### config.mk
export PLATFORM = sky130hd
export DESIGN_NAME = mem_access_stage
export DESIGN_NICKNAME = d
export VERILOG_FILES = /design/src/rtl/mem_access_stage.sv
export SDC_FILE = /design/constraint.sdc
export NUM_CORES = 1
export LEC_CHECK = 0
export ABC_AREA = 1
export CORE_AREA = 2 2 123 125
export DETAILED_ROUTE_END_ITERATION = 16
export DIE_AREA = 0 0 125 127
export PLACE_DENSITY = 0.69
export SYNTH_ARGS = -nofsm -noshare
export SYNTH_HDL_FRONTEND = slang
export SYNTH_SLANG_ARGS = --single-unit
### constraint.sdc
create_clock -name clk -period 1.6 [get_ports clk]
set_clock_uncertainty 0.05 [all_clocks]
set_input_delay 0.16 -clock clk [delete_from_list [all_inputs] [get_ports clk]]
set_output_delay 0.16 -clock clk [all_outputs]
set_load 0.03 [all_outputs]
### src/rtl/mem_access_stage.sv
// MEM stage of the 5-stage MIPS pipeline: data-memory handshake, branch resolve, MEM/WB register.
// Optional DMEM_TIMEOUT_EN aborts an access after MAX_WAIT cycles without dmem_ready.
module mem_access_stage #(
  parameter int unsigned DW       = 32,
  parameter int unsigned MAX_WAIT = 15
) (
  input  logic          clk,
  input  logic          reset,
  input  logic [DW-1:0] ALUOut_in,
  input  logic [DW-1:0] DataBusB_in,
  input  logic [DW-1:0] PC_add_4_in,
  input  logic [DW-1:0] Branch_addr_in,
  input  logic [4:0]    RegWriteAddr_in,
  input  logic [1:0]    MemToReg_in,
  input  logic          MemRead_in,
  input  logic          MemWrite_in,
  input  logic          RegWrite_in,
  input  logic          Branch_in,
  input  logic          alu_zero_in,
  output logic          dmem_req,
  output logic          dmem_we,
  output logic [DW-1:0] dmem_addr,
  output logic [DW-1:0] dmem_wdata,
  input  logic [DW-1:0] dmem_rdata,
  input  logic          dmem_ready,
  output logic          PCSrc,
  output logic [DW-1:0] Branch_target,
  output logic          mem_stall,
  output logic          mem_err,
  output logic [DW-1:0] WB_data_out,
  output logic [4:0]    RegWriteAddr_out,
  output logic          RegWrite_out
);

  typedef enum logic [0:0] {StIdle, StWait} state_e;

  state_e        state_q, state_d;
  logic          mem_op, aligned, access_req, misaligned, timeout, req_raw;
  logic          err_d, mem_err_q;
  logic [DW-1:0] wb_data_d, wb_data_q;
  logic [4:0]    rd_addr_q;
  logic          reg_write_q;

  assign mem_op     = MemRead_in | MemWrite_in;
  assign aligned    = (ALUOut_in[1:0] == 2'b00);
  assign access_req = mem_op & aligned;
  assign misaligned = mem_op & ~aligned;

`ifdef DMEM_TIMEOUT_EN
  localparam int unsigned CntW = $clog2(MAX_WAIT + 1);

  logic [CntW-1:0] cnt_q, cnt_d;

  // Abort on the MAX_WAIT-th waiting cycle; a ready arriving after that is ignored.
  assign timeout = (state_q == StWait) & ~dmem_ready & (cnt_q == CntW'(MAX_WAIT - 1));

  always_comb begin
    cnt_d = '0;
    if (state_q == StWait && !dmem_ready && !timeout) begin
      cnt_d = cnt_q + 1'b1;
    end
  end

  always_ff @(posedge clk or negedge reset) begin
    if (!reset) begin
      cnt_q <= '0;
    end else begin
      cnt_q <= cnt_d;
    end
  end
`else
  assign timeout = 1'b0;
`endif

  always_comb begin
    state_d = state_q;
    req_raw = 1'b0;
    unique case (state_q)
      StIdle: begin
        if (access_req) begin
          req_raw = 1'b1;
          if (!dmem_ready) begin
            state_d = StWait;
          end
        end
      end
      StWait: begin
        if (timeout) begin
          state_d = StIdle;
        end else begin
          req_raw = 1'b1;
          if (dmem_ready) begin
            state_d = StIdle;
          end
        end
      end
      default: state_d = StIdle;
    endcase
  end

  // Gated by reset so an in-flight request drops the instant reset asserts.
  assign dmem_req      = req_raw & reset;
  assign dmem_we       = MemWrite_in;
  assign dmem_addr     = ALUOut_in;
  assign dmem_wdata    = DataBusB_in;
  assign mem_stall     = dmem_req & ~dmem_ready;
  assign PCSrc         = Branch_in & alu_zero_in & ~mem_stall;
  assign Branch_target = Branch_addr_in;

  // A store wins over a simultaneous load, so the read data is never selected then.
  always_comb begin
    wb_data_d = ALUOut_in;
    case (MemToReg_in)
      2'b01:   wb_data_d = (MemRead_in & ~MemWrite_in) ? dmem_rdata : ALUOut_in;
      2'b10:   wb_data_d = PC_add_4_in;
      default: wb_data_d = ALUOut_in;
    endcase
  end

  assign err_d = ((state_q == StIdle) & misaligned) | timeout;

  always_ff @(posedge clk or negedge reset) begin
    if (!reset) begin
      state_q     <= StIdle;
      mem_err_q   <= 1'b0;
      wb_data_q   <= '0;
      rd_addr_q   <= '0;
      reg_write_q <= 1'b0;
    end else begin
      state_q   <= state_d;
      mem_err_q <= err_d;
      if (mem_stall) begin
        reg_write_q <= 1'b0;
      end else begin
        wb_data_q   <= wb_data_d;
        rd_addr_q   <= RegWriteAddr_in;
        reg_write_q <= RegWrite_in & ~err_d;
      end
    end
  end

  assign mem_err          = mem_err_q;
  assign WB_data_out      = wb_data_q;
  assign RegWriteAddr_out = rd_addr_q;
  assign RegWrite_out     = reg_write_q;

endmodule

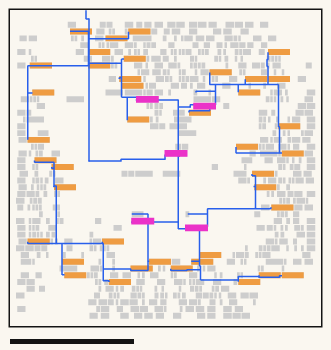
**Above:** clock network drawn from the DEF.
Bar = 50 um.
flip-flops -> orange  # count 40
clock drivers -> magenta  # count 5
clock wires -> blue  # length 756 um
flops lie = widely spread
routed clock nets = 6

==> results_slide.txt <==
Synthesis and Place & Route Summary

Run status
  • Result of the run: finished clean

Power and ir drop
  • Total leakage power: 2.54 nW
  • PD cells: 755 nW/um2
  • Worst IR Drop VDD: 329 uV

Route
  • Length of the first detailed-routing pass in iterations: 4
  • Total number of vias: 3534
  • Per-cell routed wire length: around 15 um
  • Average via count per standard cell: between 4 and 5
  • Initial DRC count: between 100 and 150
  • DRC: 0
  • Routed wire length: about 12 mm
  • Number of nets with antenna violations after routing: 0

Final timing
  • Post-route worst hold slack: approximately 1.6 ps
  • Maximum operating frequency: 637 MHz
  • Final setup violating endpoints: 0
  • Final cycle utilization of the critical path: 98.1%
  • Number of pins with negative max-slew slack in the final report: 0
  • Number of endpoints with negative hold slack in the final report: 0
  • RSZ-0062 raised after global routing: true
  • Final min period: 1570 ps
  • Measured slew at the worst slew-check pin: 587 ps
  • Crit path setup slack, layout: 30.1 ps
  • Slew headroom: 60.9%

Placement
  • Number of buffers inserted by port buffering: approximately 190
  • Gpl congestion: 0.800
  • Post-detailed-placement half-perimeter wirelength: 9.34 mm
  • Post-Place Setup Slack: -145 ps

Worst setup path
  • Worst stage delay on the critical path: 480 ps
  • Arrival time at the worst endpoint: 1360 ps
  • Type of the setup path with the least slack: primary input to output port
  • CP max stage cell: clkdlybuf4s50_1
  • Worst Setup Start Kind: primary input
  • CP delay by family, top: buffers and inverters
  • Combined buffer and inverter count along the critical path: 3
  • Reg2Reg Setup Slack: ~300 ps
  • Maximum fanout along the worst path: 5
  • Critical Path End Type: output port
  • Launch instance of the worst register-to-register path: state_q
  • WP data required: between 1000 and 1500 ps
  • CP cell instances: clkdlybuf4s50_1 -> o21ai_2 -> nand4_4 -> inv_6 -> nor2_2 -> buf_12
  • Worst r2r path cells: 7
  • Reg2reg end: WB_data_out[22]

Clock network
  • Insertion delay at the late pin of the worst-skew pair: 280 ps
  • CTS sink count: 40
  • Clock transition time at the flip-flop clock pins of the worst setup and hold paths: 60 ps
  • Buffer type at the clock tree root: clkbuf_16
  • Depth of the CTS H-tree: 2
  • Clock tree from TritonCTS: built
  • Maximum clock path buffer count: 2

Global routing
  • Number of antenna violations at the first check in global routing: 0
  • Pin count of the biggest net entering global routing: 53
  • Overall global routing resource usage: 15.1%
  • Leftover overflow at the end of global routing: 0
  • First-pass GRT wire length: 18.9 mm
  • Number of global-route vias before repair: 3484

Die
  • Die Wd: 125 um
  • Chip Footprint: 15900 um2
  • Vertical extent of the die: around 130 um
  • I/O Pins: 314
  • Floorplan utilization: 25.7%
  • Core region area: 14400 um2
  • Count of standard-cell rows: 44

Run
  • OpenROAD warning count: 28
  • Number of max-capacitance violations reported: 0

Synthesis
  • Yosys synthesis warning count: 0
  • Proportion of netlist area held by the largest area contributor: 27.0%
  • Net count of the mapped netlist: roughly 710
  • Instance tally after logic synthesis: 531
  • Number of different library cells in the post-synthesis netlist: 22
  • Post-synthesis sequential area ratio: 27.0%
  • Mapped cell area: between 3000 and 4000 um2
  • Ys flops: 40
  • Average cell area after synthesis: 6.97 um2
  • Biggest area consumer among synthesized cells: dfrtp_1
  • Chip area from the yosys synthesis statistics: approximately 3700 um2
  • Cell types occupying the most area after synthesis: dfrtp_1 (27%), buf_4 (20%), nand2_1 (18%)
  • Cell count listed in synth_stat.txt: ~530

Layout
  • Fraction of the core area covered by cells at the end of the flow: between 30% and 40%
  • Diodes inserted: 0
  • Area growth from synthesis to layout: 43.9%
  • Fin nets: 795
  • Layout cell share with drive strength beyond 1: 12.9%

Worst hold path
  • Path class of the lowest-slack min-delay path: primary input to asynchronous set/reset pin
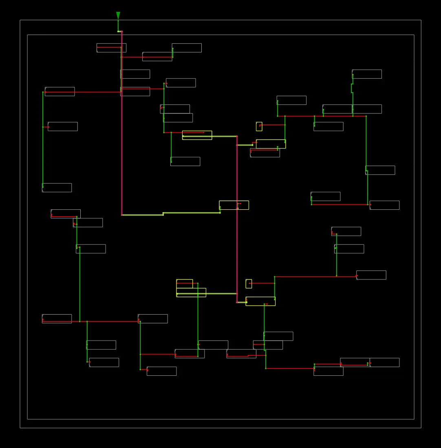
**Above:** clock nets.
number of flip-flops and latches: 40
final-layout clock buffer total: 6
Num CTS Buffers: 5

[routing by layer]
layer	GRT usage, %	part of all wire, %
met1	18.1	42
met4	6.47	3.5
met2	26.0	48
met3	3.35	6.6
met5	0	0
[worst max path at each step]
stage	from	end	slack (ps)	cells past startpoint
2_1_floorplan	state_q	PCSrc	90	6
3_3_place_gp	MemWrite_in	WB_data_out[5]	-130	9
3_5_place_dp	MemWrite_in	WB_data_out[27]	-140	9
4_1_cts	WB_data_out[6]	WB_data_out[6]	2	1
5_1_grt	ALUOut_in[0]	PCSrc	-10	6
6_report	ALUOut_in[0]	PCSrc	30	6
[cell families (layout without fill, tap and decap cells)]
kind of cell	count (synthesis)	after routing	share of synthesized area, %
AOI/OAI and AO/OA	34	34	4.60
and+or+nand+nor	285	285	38.3
buffers and inverters	170	258	29.3
adders and majority gates	2	2	0.676
DFF	40	40	27.0
[worst register-to-register path, stage by stage, from the launching register on]
cell	delay (ps)
dfrtp_1	340
inv_2	60
o21ai_2	90
nand4_4	170
buf_4	210
buf_12	150
nand3_2	80
nand2_1	50
[cell type report]
type / instances / area (um2)
clock buffers: 6 / 139
inverters: 42 / 163
repair buffers: 208 / 2150
clock inverters: 2 / 10.0
fillers: 1543 / 9100
multi-input cells: 321 / 1630
flip-flops and latches: 40 / 1000
well taps: 184 / 230
[sequential cells by signal, indices dropped and copies added (netlist names)]
register          flops
mem_err               1
WB_data_out          32
state_q               1
RegWriteAddr_out      5
RegWrite_out          1
[cells in the mapped netlist]
library cell	number
buf_6	2
inv_1	40
buf_1	6
a21oi_1	33
dfrtp_1	40
nor2_4	1
inv_2	2
buf_2	11
nand2_1	181
nand3_1	39
ha_1	2
buf_8	1
buf_12	2
or2_2	1
clkbuf_1	6
nor2_1	3
nand3b_1	32
buf_4	100
o21ai_1	1
nand3_2	25
nand2_2	2
nand4_2	1
[power breakdown]
group	switching [mW]	leakage, nW	internal [mW]
Clock	0.440	0.0766	0.616
Sequential	0.0779	0.478	1.15
Combinational	0.932	1.99	0.804
[cells in the final DEF (no fill, tap or decap), types with 2 or more instances in the layout]
cell type / count
clkinv_2: 2
buf_2: 2
clkbuf_16: 5
buf_4: 21
inv_2: 2
nor2_1: 2
clkdlybuf4s50_1: 168
nand3b_1: 32
nand3_2: 25
dlymetal6s2s_1: 2
dlygate4sd2_1: 2
dfrtp_1: 40
nand3_1: 39
nand2_2: 2
a21oi_1: 33
buf_12: 13
inv_1: 39
nand2_1: 181
[timing repair]
action,4_1_cts,5_1_grt
endpoints found under the hold margin,0,0
endpoints found under the setup margin,4,4
hold buffers,0,0
resized,5,4
buffers inserted,0,0
[through the flow]
step | std cells | total power, mW | setup TNS [ps] | area (um2)
final | 803 | 4.02 | 0 | 5330
after CTS | 803 | 4.10 | 0 | 5320
after detailed placement | 795 | 3.01 | -4470 | 5160
after global placement | 795 | 3.00 | -3710 | 5160
after global routing | 803 | 4.26 | -10.9 | 5330
after floorplan | 531 | 2.48 | 0 | 3700
No activity file was given, so power comes from the tool's default toggle rates.
